Design sram_responder_flat, sky130hd; sources not shown.
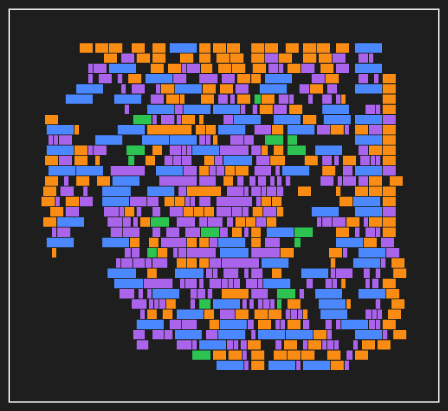
Run 1: cells coloured by class
| colour | class | cells | share of their area |
|---|---|---|---|
| blue | registers | 78 | 30% |
| orange | remaining buffers and delay cells | 181 | 32% |
| green | clock drivers and dummy loads | 16 | 3.2% |
| purple | remaining logic cells | 257 | 35% |
sequential cell area share: 0.292
Core Box Area: 8450 µm²
Core Util, Final: 0.636
row cnt: 32
cell area after layout: 5380 µm²

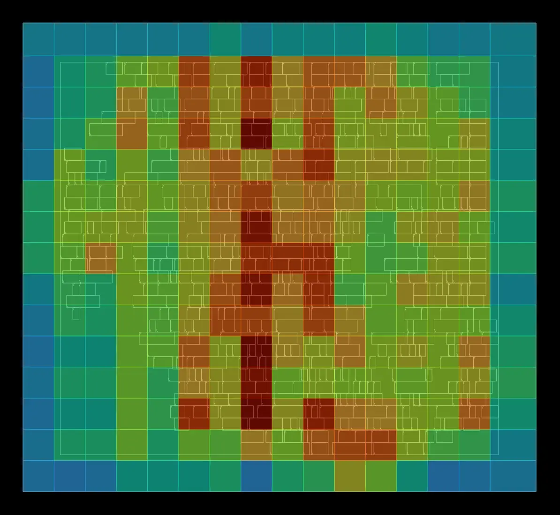
Run 1: track usage over the die
DR WL/cell: 15.3 µm
met2 usage: 0.277

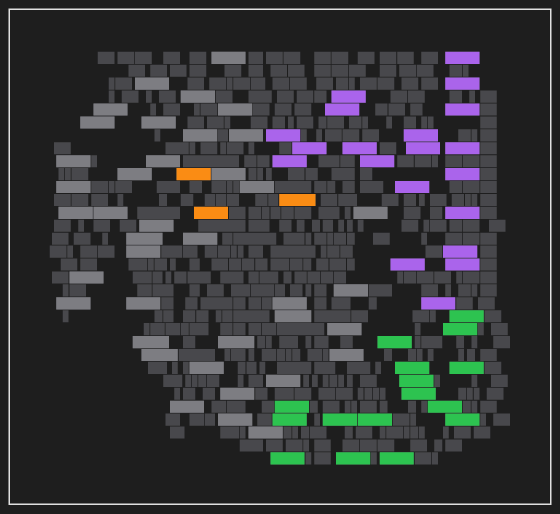
Run 1: sequential cells grouped by signal name
Other sequential cells in the stronger grey, the rest of the logic in the fainter grey.
| colour | name in the netlist | sequential cells |
|---|---|---|
| orange | `u_core.state_q` | 3 |
| green | `u_core.sram_dq_out` | 16 |
| purple | `u_core.sram_addr` | 20 |
not coloured: 39
FF/Latch Area: 1570 µm²
sequential logic power: 1840 µW

==> results.cfg, run 1 <==
; yosys + openroad results
[logic_synthesis]
syn_area_um2 = 3260
synthAdderAreaFrac = 0.0115
ys_top_cells_by_area = dfxtp_1, mux2i_1, nor2_1
synth_seq_share = 0.479
synthAoiAreaFrac = 0.112

[clock_tree]
numCtsBuffers = 9
cts_setup_buffers = 5
cts_resized = 12
htree_levels = 3
cts_sinks = 78

[critical_path]
cp-end-kind = register
cp.arrival_ps = 2140
crit_chain = nor4_4 > nand4_1 > or4b_4 > nand4bb_4 > clkbuf_16 > nor2_2
worstPathMaxFanout = 8
r2r_slack_ps = -190

[placed_design]
io_buffers = 135
placed_cells = 629
placed_cell_area_um2 = 5010

[grt]
antenna_found_initial = 0
grt-busiest-layer = met2
grt_first_pass_wirelength_um = 15200
grt_pass1_vias = 3165
overflow = 0

[layout]
n_antenna_cell = 0
signal_buffers = 181
nClkBuffers = 10
n_all_inverters = 11
fillers = 708
logic_area_um2 = 1780
layout.nonclk_buf_frac = 0.310

[power_and_ir_drop]
power_density_nw_per_um2 = 637
power_switching_uw = 828
power_leader = sequential cells
fin_total_pwr_uw = 3420
p_comb_frac = 0.108
p_comb_uw = 369
p_leak_uw = 0.00190
p_clk_uw = 1210

[status]
outcome = finished, violations left
violations = setup timing

[sta]
hold_viol = 0
whs_ps = 419
fin_crit_ps = 1890
setup_violations = 35
postLayoutSetupSlackWorst_ps = -193

[routing]
drcViolationCount = 0

[floorplanning]
die_w_um = 114
Run 1, drive-strength map:
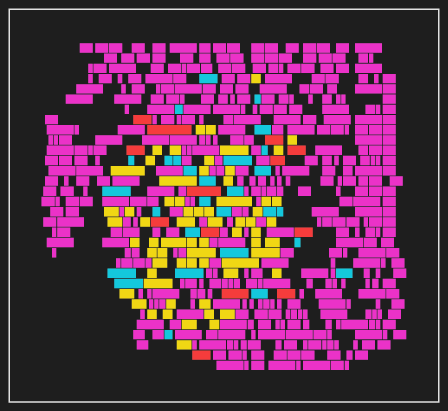

==> run 1 -> run 2 <==
--- a/config.mk
+++ b/config.mk
@@ -12,6 +12,7 @@
 export CTS_CLUSTER_DIAMETER = 100
 export CTS_CLUSTER_SIZE = 20
 export DETAILED_ROUTE_END_ITERATION = 8
+export GPL_TIMING_DRIVEN = 0
 export PLACE_DENSITY = 0.77
 export RECOVER_POWER = 100
 export SYNTH_ARGS = -nofsm -noshare
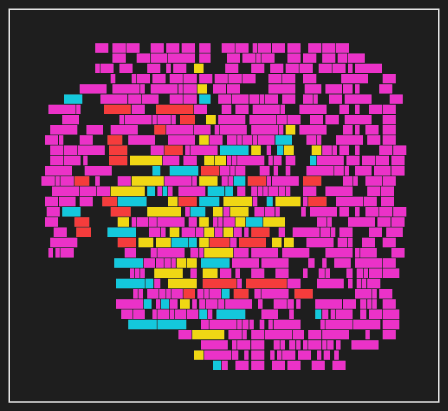
Run 2: drive-strength map
| colour | size | cells | share |
|---|---|---|---|
| magenta | x1 and smaller | 431 | 81% |
| cyan | x2 | 35 | 6.6% |
| yellow | x3 and x4 | 41 | 7.7% |
| red | x6 and larger | 27 | 5.1% |
bufs w/o clock: 183
cell area after layout: 5510 µm²

==> run 2 against run 1 <==
Against the previous run:
- the run still ends with setup timing left
- design area is 2.5% higher
- worst hold slack better by 38 ps
- count of clock-buffer cells in the layout is 1 higher
- die size stayed put
- sequential power hardly changed
- register-to-register slack worse by 170 ps
- global-route usage is 0.46 points higher
- combinational power is 2% lower
- fmax is 8.0% lower
- utilization is 1.6 points higher
- via count is 0.16% higher
- critical path type unchanged
- largest cell class is now non-clock buffers
- highest routed layer unchanged
==> results.cfg, run 2 <==
; yosys + openroad results
[power_and_ir_drop]
power_switching_uw = 827
p_leak_uw = 0.00239
power_leader = sequential cells
fin_total_pwr_uw = 3660
power_density_nw_per_um2 = 665
p_seq_uw = 1840

[logic_synthesis]
syn_area_um2 = 3260
synthAdderAreaFrac = 0.0115
synthAoiAreaFrac = 0.112
synth_seq_share = 0.479

[sta]
postLayoutSetupSlackWorst_ps = -358
fin_crit_ps = 2060
hold_viol = 0
setup_violations = 42
whs_ps = 458

[routing]
post_drt_wl_per_cell_um = 15.6
drcViolationCount = 0

[placed_design]
placed_cell_area_um2 = 4780
io_buffers = 133
placed_cells = 613

[floorplanning]
core-area_um2 = 8450
rows = 32
die_w_um = 114

[critical_path]
crit_chain = clkbuf_1 > mux2i_1 > or4b_4 > nand4bb_1 > buf_6 > clkbuf_16 > nor2_2
cp-end-kind = register
worstPathMaxFanout = 7
r2r_slack_ps = -360

[status]
violations = setup timing
outcome = finished, violations left

[clock_tree]
cts_resized = 32
cts_setup_buffers = 12
cts_sinks = 78
htree_levels = 3

[grt]
grt-busiest-layer = met2
grt_pass1_vias = 3271
overflow = 0
antenna_found_initial = 0
grt_first_pass_wirelength_um = 15800

[layout]
logic_area_um2 = 1700
fillers = 662
n_antenna_cell = 0
n_all_inverters = 11
layout.nonclk_buf_frac = 0.330
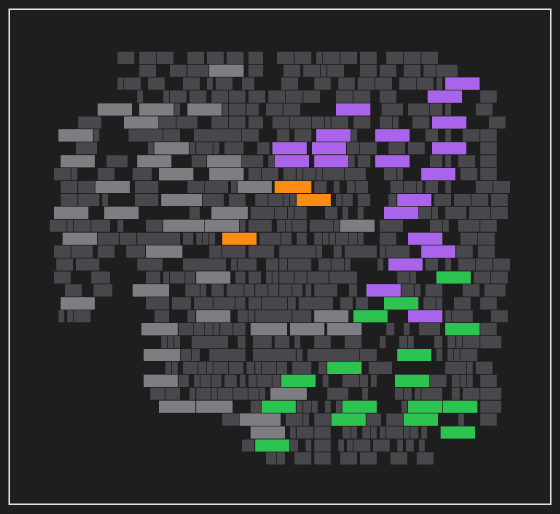
Run 2: sequential cells grouped by signal name
Other sequential cells in the stronger grey, the rest of the logic in the fainter grey.
| colour | name in the netlist | sequential cells |
|---|---|---|
| green | `u_core.sram_dq_out` | 16 |
| purple | `u_core.sram_addr` | 20 |
| orange | `u_core.state_q` | 3 |
not coloured: 39
sequential cell area share: 0.288
FF/Latch Area: 1590 µm²
Core Util, Final: 0.652

Power figures rest on the tool's default switching activity, not on a simulated workload.
